placement_by_type.png
Scale: 1 px per um.
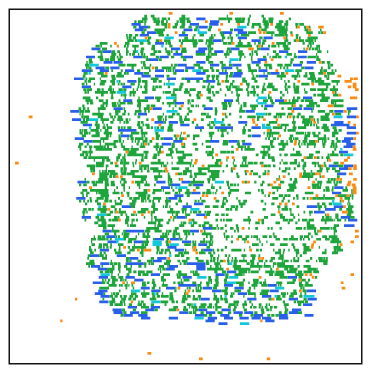
detail.png
Region (163, 93) to (188, 118) um. Cells in gray, sequential cells in the stronger gray; small squares are vias.
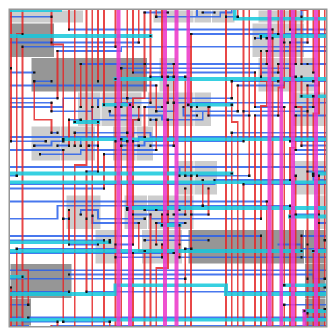
congestion.png
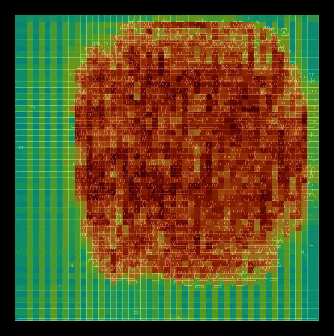
io_placement.png
Scale: 1.5 px per um. Pins as bars across the die edge, other pins in gray.
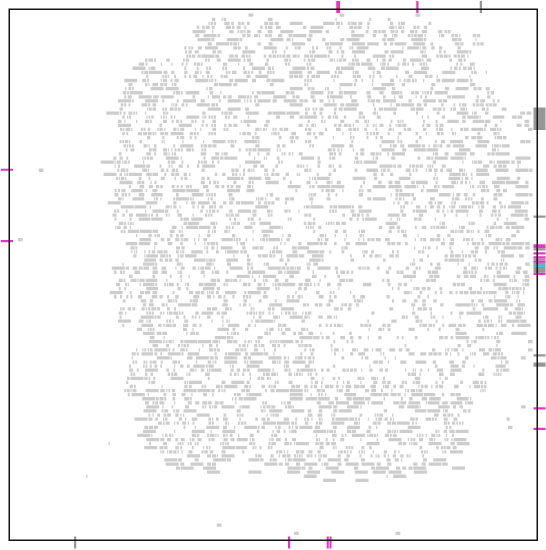
<file path="src/rtl/heap_pq.sv">
// -----------------------------------------------------------------------------
// pq_pkg / heap_pq
//
// Purpose:
//   Responder side of the pq_if priority-queue handshake. Entries are kept as a
//   min-key binary heap in a register array; the root (smallest key) is shown
//   on kvo. An accepted command writes the array once, then the FSM re-sorts
//   one heap level per cycle while busy is high.
//
// Optional feature (compile-time macro):
//   PQ_ERR_EN  - adds the sticky err output that flags an enq-only request
//                while full or a deq-only request while empty.
//
// Ports:
//   clk    in   1      clock, rising edge
//   rst_n  in   1      asynchronous active-low reset
//   enq    in   1      enqueue request, sampled only when busy=0
//   deq    in   1      dequeue request, sampled only when busy=0
//   kvi    in   KW+VW  {key,val} to enqueue
//   kvo    out  KW+VW  head entry (min key); valid when ovalid=1
//   ovalid out  1      count!=0 && !busy
//   empty  out  1      count==0
//   full   out  1      count==DEPTH
//   busy   out  1      heap re-sort in progress; commands ignored
//   err    out  1      sticky misuse flag (PQ_ERR_EN only)
// -----------------------------------------------------------------------------

package pq_pkg;
    parameter int KEY_WIDTH = 8;
    parameter int VAL_WIDTH = 8;
endpackage

module heap_pq #(
    parameter int DEPTH = 15,
    parameter int KW    = pq_pkg::KEY_WIDTH,
    parameter int VW    = pq_pkg::VAL_WIDTH
) (
    input  logic             clk,
    input  logic             rst_n,
    input  logic             enq,
    input  logic             deq,
    input  logic [KW+VW-1:0] kvi,
    output logic [KW+VW-1:0] kvo,
    output logic             ovalid,
    output logic             empty,
    output logic             full,
    output logic             busy
`ifdef PQ_ERR_EN
    ,
    output logic             err
`endif
);

    localparam int LEVELS = $clog2(DEPTH + 1);
    localparam int CW     = LEVELS;          // count width
    localparam int EW     = KW + VW;         // entry width
    localparam int XW     = LEVELS + 1;      // child index width (2*idx+2)

    typedef enum logic [1:0] {
        ST_IDLE      = 2'd0,
        ST_SIFT_UP   = 2'd1,
        ST_SIFT_DOWN = 2'd2
    } state_t;

    // Key field of a {key,val} entry; all ordering uses only this field.
    function automatic logic [KW-1:0] key_of(input logic [EW-1:0] e);
        return e[EW-1:VW];
    endfunction

    state_t            r_state;
    state_t            w_state_nxt;
    logic [EW-1:0]     r_heap [0:DEPTH-1];
    logic [CW-1:0]     r_count;
    logic [LEVELS-1:0] r_idx;

    logic              w_empty;
    logic              w_full;
    logic              w_idle;
    logic              w_acc_enq;
    logic              w_acc_deq;
    logic              w_acc_rep;

    logic [EW-1:0]     w_cur_e;
    logic [LEVELS-1:0] w_idx_m1;
    logic [LEVELS-1:0] w_parent_i;
    logic [EW-1:0]     w_parent_e;
    logic              w_up_swap;

    logic [XW-1:0]     w_left_x;
    logic [XW-1:0]     w_right_x;
    logic [XW-1:0]     w_count_x;
    logic              w_left_ok;
    logic              w_right_ok;
    logic [LEVELS-1:0] w_left_i;
    logic [LEVELS-1:0] w_right_i;
    logic [EW-1:0]     w_left_e;
    logic [EW-1:0]     w_right_e;
    logic [LEVELS-1:0] w_child_i;
    logic [EW-1:0]     w_child_e;
    logic              w_down_swap;

    assign w_empty = (r_count == CW'(0));
    assign w_full  = (r_count == CW'(DEPTH));
    assign w_idle  = (r_state == ST_IDLE);

    // enq+deq on an empty heap degrades to a plain enqueue.
    assign w_acc_enq = w_idle && enq && ((!deq && !w_full) || (deq && w_empty));
    assign w_acc_deq = w_idle && deq && !enq && !w_empty;
    assign w_acc_rep = w_idle && deq && enq && !w_empty;

    assign kvo    = r_heap[0];
    assign busy   = !w_idle;
    assign empty  = w_empty;
    assign full   = w_full;
    assign ovalid = !w_empty && w_idle;

    // Sift-up neighbourhood: current node and its parent (idx-1)/2.
    assign w_cur_e    = r_heap[r_idx];
    assign w_idx_m1   = r_idx - LEVELS'(1);
    assign w_parent_i = {1'b0, w_idx_m1[LEVELS-1:1]};
    assign w_parent_e = r_heap[w_parent_i];
    assign w_up_swap  = (r_idx != LEVELS'(0)) && (key_of(w_cur_e) < key_of(w_parent_e));

    // Sift-down neighbourhood: children 2*idx+1 / 2*idx+2, range-checked
    // against count in a widened index so the last level cannot alias.
    assign w_left_x   = {r_idx, 1'b1};
    assign w_right_x  = w_left_x + XW'(1);
    assign w_count_x  = {1'b0, r_count};
    assign w_left_ok  = (w_left_x < w_count_x);
    assign w_right_ok = (w_right_x < w_count_x);

    // Clamp out-of-range child indices to 0 so array reads stay in bounds.
    always_comb begin
        w_left_i  = LEVELS'(0);
        w_right_i = LEVELS'(0);
        if (w_left_ok) begin
            w_left_i = w_left_x[LEVELS-1:0];
        end else begin
            w_left_i = LEVELS'(0);
        end
        if (w_right_ok) begin
            w_right_i = w_right_x[LEVELS-1:0];
        end else begin
            w_right_i = LEVELS'(0);
        end
    end

    assign w_left_e  = r_heap[w_left_i];
    assign w_right_e = r_heap[w_right_i];

    // Pick the smaller child; the left child wins ties.
    always_comb begin
        w_child_i = w_left_i;
        w_child_e = w_left_e;
        if (w_right_ok && (key_of(w_right_e) < key_of(w_left_e))) begin
            w_child_i = w_right_i;
            w_child_e = w_right_e;
        end else begin
            w_child_i = w_left_i;
            w_child_e = w_left_e;
        end
    end

    assign w_down_swap = w_left_ok && (key_of(w_child_e) < key_of(w_cur_e));

    // FSM state register.
    always_ff @(posedge clk or negedge rst_n) begin
        if (!rst_n) begin
            r_state <= ST_IDLE;
        end else begin
            r_state <= w_state_nxt;
        end
    end

    // FSM next state: leave a sift as soon as no swap is needed.
    always_comb begin
        w_state_nxt = r_state;
        case (r_state)
            ST_IDLE: begin
                if (w_acc_enq) begin
                    w_state_nxt = ST_SIFT_UP;
                end else if (w_acc_deq || w_acc_rep) begin
                    w_state_nxt = ST_SIFT_DOWN;
                end else begin
                    w_state_nxt = ST_IDLE;
                end
            end
            ST_SIFT_UP: begin
                if (w_up_swap) begin
                    w_state_nxt = ST_SIFT_UP;
                end else begin
                    w_state_nxt = ST_IDLE;
                end
            end
            ST_SIFT_DOWN: begin
                if (w_down_swap) begin
                    w_state_nxt = ST_SIFT_DOWN;
                end else begin
                    w_state_nxt = ST_IDLE;
                end
            end
            default: begin
                w_state_nxt = ST_IDLE;
            end
        endcase
    end

    // Heap array, entry count and working index.
    always_ff @(posedge clk or negedge rst_n) begin
        if (!rst_n) begin
            for (int i = 0; i < DEPTH; i++) begin
                r_heap[i] <= {EW{1'b0}};
            end
            r_count <= CW'(0);
            r_idx   <= LEVELS'(0);
        end else begin
            case (r_state)
                ST_IDLE: begin
                    if (w_acc_enq) begin
                        r_heap[r_count] <= kvi;
                        r_idx           <= r_count;
                        r_count         <= r_count + CW'(1);
                    end else if (w_acc_deq) begin
                        // Last entry moves to the root, then sifts down.
                        r_heap[0] <= r_heap[r_count - CW'(1)];
                        r_count   <= r_count - CW'(1);
                        r_idx     <= LEVELS'(0);
                    end else if (w_acc_rep) begin
                        r_heap[0] <= kvi;
                        r_idx     <= LEVELS'(0);
                    end else begin
                        r_idx <= r_idx;
                    end
                end
                ST_SIFT_UP: begin
                    if (w_up_swap) begin
                        r_heap[r_idx]      <= w_parent_e;
                        r_heap[w_parent_i] <= w_cur_e;
                        r_idx              <= w_parent_i;
                    end else begin
                        r_idx <= r_idx;
                    end
                end
                ST_SIFT_DOWN: begin
                    if (w_down_swap) begin
                        r_heap[r_idx]     <= w_child_e;
                        r_heap[w_child_i] <= w_cur_e;
                        r_idx             <= w_child_i;
                    end else begin
                        r_idx <= r_idx;
                    end
                end
                default: begin
                    r_idx <= LEVELS'(0);
                end
            endcase
        end
    end

`ifdef PQ_ERR_EN
    logic w_misuse;
    logic r_err;

    assign w_misuse = w_idle && ((enq && !deq && w_full) || (deq && !enq && w_empty));
    assign err      = r_err;

    // Sticky misuse flag; only the async reset clears it.
    always_ff @(posedge clk or negedge rst_n) begin
        if (!rst_n) begin
            r_err <= 1'b0;
        end else if (w_misuse) begin
            r_err <= 1'b1;
        end else begin
            r_err <= r_err;
        end
    end
`endif

endmodule

</file>
<file path="config.mk">
export PLATFORM = sky130hd
export DESIGN_NAME = heap_pq
export DESIGN_NICKNAME = d
export VERILOG_FILES = /design/src/rtl/heap_pq.sv
export SDC_FILE = /design/constraint.sdc
export NUM_CORES = 2
export LEC_CHECK = 0
export ABC_AREA = 0
export CAP_MARGIN = 15
export CORE_AREA = 2 2 349 351
export CTS_BUF_LIST = sky130_fd_sc_hd__clkbuf_16
export CTS_CLUSTER_DIAMETER = 200
export DETAILED_ROUTE_END_ITERATION = 6
export DIE_AREA = 0 0 351 353
export PLACE_DENSITY = 0.49
export RECOVER_POWER = 50
export SLEW_MARGIN = 10
export SYNTH_ARGS = -nofsm -noshare
export SYNTH_HDL_FRONTEND = slang
export SYNTH_SLANG_ARGS = --single-unit
</file>
<file path="constraint.sdc">
create_clock -name clk -period 13.43 [get_ports clk]
set_clock_uncertainty 0.15 [all_clocks]
set_input_delay 2.686 -clock clk [delete_from_list [all_inputs] [get_ports clk]]
set_output_delay 2.686 -clock clk [all_outputs]
set_load 0.02 [all_outputs]
</file>
==> results.sh <==
# source this file to load flow results
export IMPL_outcome="complete, but fails checks"
export IMPL_violations="DRC, capacitance limit, slew limit"
export IMPL_nNonClkBuffers=245
export IMPL_setup_ws_ns=2.35
export IMPL_area_share_nonclk_buffers_pct=5.83
export IMPL_track_usage_pct=35.9
export IMPL_r2r_cells=27
export IMPL_cp_start_kind="flop"
export IMPL_initial_core_util_pct=24.7
export IMPL_route_detailed_drc=3
export IMPL_cp_arrival_ns=11.40
export IMPL_fin_util_pct=27.5
export IMPL_period_used_pct=82.5
export IMPL_crit_family="AND-OR/OR-AND gates"
export IMPL_crit_slowest_cell="a211oi_4"
export IMPL_critPathMaxStageDelay_ns=1.10
export IMPL_cap_violations=6
export IMPL_io_buffers=39
export IMPL_synth_distinct_cells=97
export IMPL_die_h_um=353
export IMPL_mostFrequentLayoutCell="nand2_1"
export IMPL_htree_levels=2
export IMPL_finalSetupTns_ns=0
export IMPL_hold_class="reg -> reg"
export IMPL_warnings=39
export IMPL_seq_area_share_pct=18.9
export IMPL_area_delta_synth_final_pct=11.4
export IMPL_syn_area_sq_um=29800
export IMPL_largest_area_cell="dfrtp_1"
export IMPL_async_flop_share_pct=100
export IMPL_post_cts_resize_count=0
export IMPL_comb_area_share_pct=65.1
export IMPL_ys_seq_share_pct=21.0
export IMPL_fin_nets=3687
export IMPL_holdWs_ns=0.449
export IMPL_via_per_inst=7.28
export IMPL_yosys_area_sq_um=29800
export IMPL_finalHoldViolCount=0
export IMPL_n_fill_cell=13100
export IMPL_common_cells="394 x nand2_1, 347 x a21oi_1, 324 x o21ai_0"
export IMPL_place_hpwl_mm=162
export IMPL_comb_multi_input_count=3044
export IMPL_clk_share_pct=3.40
export IMPL_wl_mm=230
export IMPL_cp_required_ns=13.75
export IMPL_yosysWarnings=0
export IMPL_antenna_found_initial=17
export IMPL_syn_inst=3793
export IMPL_chipArea_sq_um=124000
export IMPL_antennaDiodeCount=12
export IMPL_register_area_sq_um=6270
export IMPL_cp_depth=27
export IMPL_criticalPathCategory="reg -> reg"
export IMPL_largest_class="logic gates"
export IMPL_vias=38500
export IMPL_worst_pin_slew_ns=3.78
export IMPL_dpl_worst_slack_ns=2.99
export IMPL_dp_cells=5206
export IMPL_synth_avg_cell_area_sq_um=7.85
export IMPL_drive_gt1_share_pct=14.6
export IMPL_fmax_ghz=0.0903
export IMPL_endpoint_kind="flop"
export IMPL_topCellsByArea="dfrtp_1 21%, mux4_2 8.6%, a21oi_1 5.8%, o21ai_0 5.4%, nand2_1 5.0%"
export IMPL_cts_buffer_depth=3
export IMPL_grt_pass1_wl_mm=309
export IMPL_clock_root_buffer="clkbuf_16"
export IMPL_inv_count=47
export IMPL_ys_cells=3793
export IMPL_layout_area_comb_sq_um=21600
export IMPL_die_width_um=351
export IMPL_hold_buffers=0
export IMPL_grt_pass1_vias=34900
export IMPL_clkSinkCount=250
export IMPL_drt_iter0_drc=7369
export IMPL_taps=1625
export IMPL_yosys_most_used_dff="dfrtp_1"
export IMPL_design_seq_count=250
export IMPL_worstPathMaxFanout=40
export IMPL_rows=128
export IMPL_top_cell="nand2_1"
export IMPL_cp_buffers_inverters=3
export IMPL_cts_made_buffers=37
export IMPL_coreArea_sq_um=121000
export IMPL_synth_top_area_share_pct=21.0
export IMPL_clk_latency_ns=0.61
export IMPL_clkTransAtPathRegs_ns=0.06
export IMPL_hold_path_depth=1
export IMPL_first_pass_iters=7
export IMPL_ant_nets=0
export IMPL_slew_headroom_pct=-152
export IMPL_place_area_sq_um=32000
export IMPL_num_io_pins=40
export IMPL_setup_viol=0
export IMPL_cts_setup_buffers=0
export IMPL_grt_ovfl_total=0
export IMPL_drv_slew=269
export IMPL_wire_per_inst_um=43.4
export IMPL_cts_tree="yes"
export IMPL_layout_top_cells="392 x nand2_1, 344 x a21oi_1, 320 x o21ai_0"
export IMPL_layout_min_cycle_time_ns=11.08
export IMPL_syn_num_nets=3855
export IMPL_fin_area_sq_um=33200
export IMPL_cpMostUsedCell="ha_1"
export IMPL_edf_count=0
export IMPL_stdcell_count=5289
export IMPL_rsz0062_at_grt="no"
export IMPL_synth_flops=250
export IMPL_grt_max_degree=72
export IMPL_nClkBuffers=39
export IMPL_globalplace_congestion=1.08
Notes on placement_by_type.png above:
legend:
  clock drivers and dummy loads:
    color: cyan
    cells: 66
  combinational and other logic:
    color: green
    cells: 3091
  sequential cells:
    color: blue
    cells: 250
  remaining buffers and delay cells:
    color: orange
    cells: 245

Notes on detail.png above:
legend:
  metal 4:
    color: magenta
  metal 2:
    color: red
  metal 3:
    color: cyan
  metal 1:
    color: blue
cells with their middle in the window: 26
sequential cells in the window: 3
most frequent: nand2_1 (5)

Notes on congestion.png above:
GR peak layer: met2
global routing met3 resource utilization: 15.5%

Notes on io_placement.png above:
legend:
  busy:
    color: cyan
    pins: 1
    direction: output
    edge: right
  kvi:
    color: magenta
    pins: 16
    direction: input
    edge: 8 right, 3 top, 3 bottom, 2 left
all pins by edge: 30 right, 4 top, 4 bottom, 2 left

[cell families after synthesis]
kind of cell,share of synthesized area (%)
adder cells (fa/ha/maj),1.76
AND/OR/NAND/NOR,15.9
multiplexers,14.4
flip-flops,21.0
XOR/XNOR,0.294
AND-OR/OR-AND,39.2
buffers and inverters,7.34
[metal layers]
metal	up-vias	global-route usage, %	part of all wire, %
li1	14600	-	-
met1	18800	43.5	36
met2	3944	48.7	39
met3	1122	15.5	15
met4	14	29.0	11
met5	-	0.231	0.045
[worst paths after layout]
kind	start	slack (ns)	end
min reg2reg	flop	0.45	flop
max in group asynchronous	rst_n	3.36	asynchronous set/reset pin
min	flop	0.45	flop
min in group asynchronous	rst_n	3.09	asynchronous set/reset pin
max reg2reg	r_idx[0]	2.35	flop
max	r_idx[0]	2.35	flop
